===== src/rtl/inst_queue_pkg.sv =====
// Shared types and sizing for the in-order instruction buffer between decode and dispatch.
// Holds the decoded instruction layout and the default queue depth.
package inst_queue_pkg;

    localparam int IQ_DEPTH = 8;

    typedef struct packed {
        logic [31:0] pc;
        logic [31:0] inst;
        logic [4:0]  dest_reg;
        logic [3:0]  fu_op;
    } DECODED_PACK;

endpackage


===== src/rtl/inst_queue.sv =====
// In-order circular instruction buffer; absorbs dispatch stalls so decode keeps running.
// All outputs derive from registered pointers/count only, so stall never reaches in_ready.
module inst_queue
    import inst_queue_pkg::*;
#(
    parameter int DEPTH = IQ_DEPTH
) (
    input  logic                       clk,
    input  logic                       reset,
    input  logic                       in_valid,
    input  DECODED_PACK                in_pack,
    output logic                       in_ready,
    output logic                       out_valid,
    output DECODED_PACK                out_pack,
    input  logic                       dispatch_stall,
    input  logic                       flush,
    output logic [$clog2(DEPTH):0]     count,
    output logic                       full,
    output logic                       empty
);

    localparam int PTR_W = $clog2(DEPTH);
    localparam int CNT_W = PTR_W + 1;

    DECODED_PACK        storage [DEPTH];
    logic [PTR_W-1:0]   head_reg, tail_reg;
    logic [CNT_W-1:0]   count_reg, count_next;
    logic               push, pop;

    assign full      = (count_reg == CNT_W'(DEPTH));
    assign empty     = (count_reg == '0);
    assign in_ready  = !full;
    assign out_valid = !empty;
    assign out_pack  = empty ? '0 : storage[head_reg];
    assign count     = count_reg;

    // Flush discards any same-cycle transfer, so it gates both handshakes.
    assign push = in_valid && in_ready && !flush;
    assign pop  = out_valid && !dispatch_stall && !flush;

    always_comb begin
        count_next = count_reg;
        if (push && !pop) begin
            count_next = count_reg + CNT_W'(1);
        end else if (pop && !push) begin
            count_next = count_reg - CNT_W'(1);
        end
    end

    always_ff @(posedge clk or negedge reset) begin
        if (!reset) begin
            head_reg  <= '0;
            tail_reg  <= '0;
            count_reg <= '0;
        end else if (flush) begin
            head_reg  <= '0;
            tail_reg  <= '0;
            count_reg <= '0;
        end else begin
            if (push) begin
                tail_reg <= tail_reg + PTR_W'(1);
            end
            if (pop) begin
                head_reg <= head_reg + PTR_W'(1);
            end
            count_reg <= count_next;
        end
    end

    // Payload storage is never reset; only the pointers define what is live.
    always_ff @(posedge clk) begin
        if (push) begin
            storage[tail_reg] <= in_pack;
        end
    end

    always @(posedge clk) begin
        if (reset) begin
            assert (count_reg <= CNT_W'(DEPTH));
            assert (!(pop && empty));
            assert (!full || (head_reg == tail_reg));
        end
    end

endmodule


===== config.mk =====
export PLATFORM = sky130hd
export DESIGN_NAME = inst_queue
export DESIGN_NICKNAME = d
export VERILOG_FILES = /design/src/rtl/inst_queue_pkg.sv /design/src/rtl/inst_queue.sv
export SDC_FILE = /design/constraint.sdc
export NUM_CORES = 1
export LEC_CHECK = 0
export ABC_CLOCK_PERIOD_IN_PS = 8100
export CAP_MARGIN = 40
export CORE_ASPECT_RATIO = 0.8
export CORE_UTILIZATION = 39
export DETAILED_ROUTE_END_ITERATION = 16
export SLEW_MARGIN = 25
export SYNTH_ARGS = -nofsm -noshare
export SYNTH_HDL_FRONTEND = slang
export SYNTH_SLANG_ARGS = --single-unit
export TNS_END_PERCENT = 100

===== constraint.sdc =====
create_clock -name clk -period 8.1 [get_ports clk]
set_input_delay 1.62 -clock clk [delete_from_list [all_inputs] [get_ports clk]]
set_output_delay 1.62 -clock clk [all_outputs]
set_load 0.03 [all_outputs]

M1 wires:
Drawn at 1.5 px/µm. Supply wires on this layer in grey.
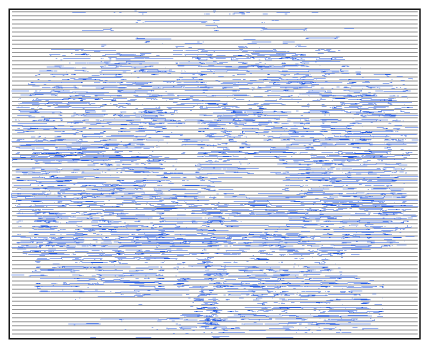
longest straight run: 65.1 µm
wire length on this layer: 20.8 mm
via count: 10300
met1 Usage GRT: 22.0%
final WL: 47000 µm

Met2 routing:
Drawn at 1 px/µm. Cells faint in the background.
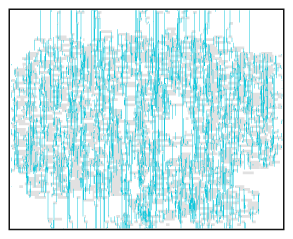
share of all routed wire: 49%
main direction: vertical
GR met2 Demand/Resource: 26.1%

M3 wires:
Drawn at 1.5 px/µm.
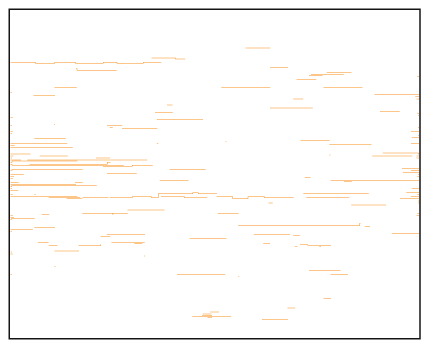
share of all routed wire: 4.9%
nets with wire on the layer: 97
wire length on this layer: 2320 µm
longest straight run: 81.0 µm
global routing usage on met3: 3.63%

M4 wires:
Drawn at 1.5 px/µm. Supply wires on this layer in grey.
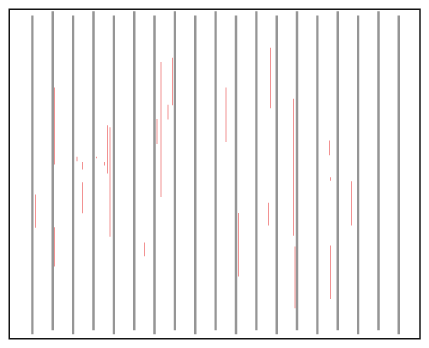
nets with wire on the layer: 9
longest straight run: 91.1 µm
wire length on this layer: 731 µm

Cell placement:
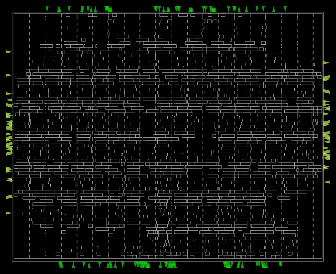
Finished Layout Cells: 2011
Rows: 79
CORE AREA: 58100 µm²
num sequential: 594
Filler cells: 4795

==> impl_metrics.toml <==
# generated from flow reports
[finish]
lay_top_cells = "584 x edfxtp_1, 158 x clkdlybuf4s50_1, 146 x mux4_2, 83 x nor2_1, 73 x mux2i_1"
logic_gates = 360
drive_gt1_share_pct = 21.5
clock_buffers = 74
lay_top_count = "edfxtp_1"
dominant-cell-class = "flip-flops and latches"
largest_reg_flops = 584
buffers = 183

[hold_path]
min-delay-start = "tail_reg[0]$_DFFE_PN0P_"
hp-class = "flip-flop to flip-flop"
hold_depth = 2
hold-path-endpoint = "tail_reg[0]$_DFFE_PN0P_"

[cts]
root_buffer = "clkbuf_16"
post_cts_buffers = 0
cts_hold_buf = 0

[detailed_routing]
wl_met2_um = 23100
drc_errors = 0
ant_nets = 0
wire_per_inst_um = 23.4
dr_wl_met3_um = 2320
drtPass1Iterations = 4
via_per_inst = 5.13

[logic_synthesis]
adder_share_pct = 0.306
synth.avg_cell_area_um2 = 22.6
yosys-stat-area_um2 = 22900
synthCells = 1012
logic_family = "multiplexers"
ys.flops = 594
yosys.area.top_type = "edfxtp_1"
synthAoiAreaFrac_pct = 0.382
edf_count = 584
top_cell = "edfxtp_1"
mux_share_pct = 17.7

[worst_setup_path]
crit_path_end = "out_pack[35]"
reg2reg_depth = 8
slowest_stage = "dfrtp_4"
critPathMaxStageDelay_ns = 0.70
r2r_end = "count[3]$_DFFE_PN0P_"
cp_max_fo = 68
critPathRequiredTime_ns = 6.48
cp.depth = 6
cp_cell_sequence = "buf_16 > buf_12 > mux4_2 > mux2i_1 > nor2_1 > clkdlybuf4s50_1"
cp-end-kind = "output port"
reg2reg_slack_ns = 4.98
cp.arrival_ns = 3.68

[pwr]
p_clk_w = 0.00243
power.density_nw_per_um2 = 320
comb_power_w = 0.00267
clockPowerShare_pct = 28.0
worst_ir_drop_vdd_mv = 0.268
p_seq_share_pct = 41.2
powerSeq_w = 0.00358

[placement]
place_ws_ns = 3.28
dp_hpwl_um = 25200
gp_congestion = 0.699

[floorplan]
die_x_um = 273
dieArea_um2 = 59700
taps = 769

[status]
status = "completed"

[sta]
whs_ns = 0.616
tightest_slew_ns = 0.802
fin_skew_ns = 0.0230
rsz0062_at_grt = "false"
setup_viol = 0
slew_headroom_pct = 46.5
slew_viol_final = 0
period_used_pct = 65.4
layout_min_cycle_time_ns = 5.30

[grt]
grt_pass1_vias = 11000
grtUsageTotal_pct = 16.1
top_usage_layer = "met2"
grt_antenna_before_repair = 5
grt_pass1_wl_um = 70500

[job]
drv_cap = 0
tool_warnings = 26
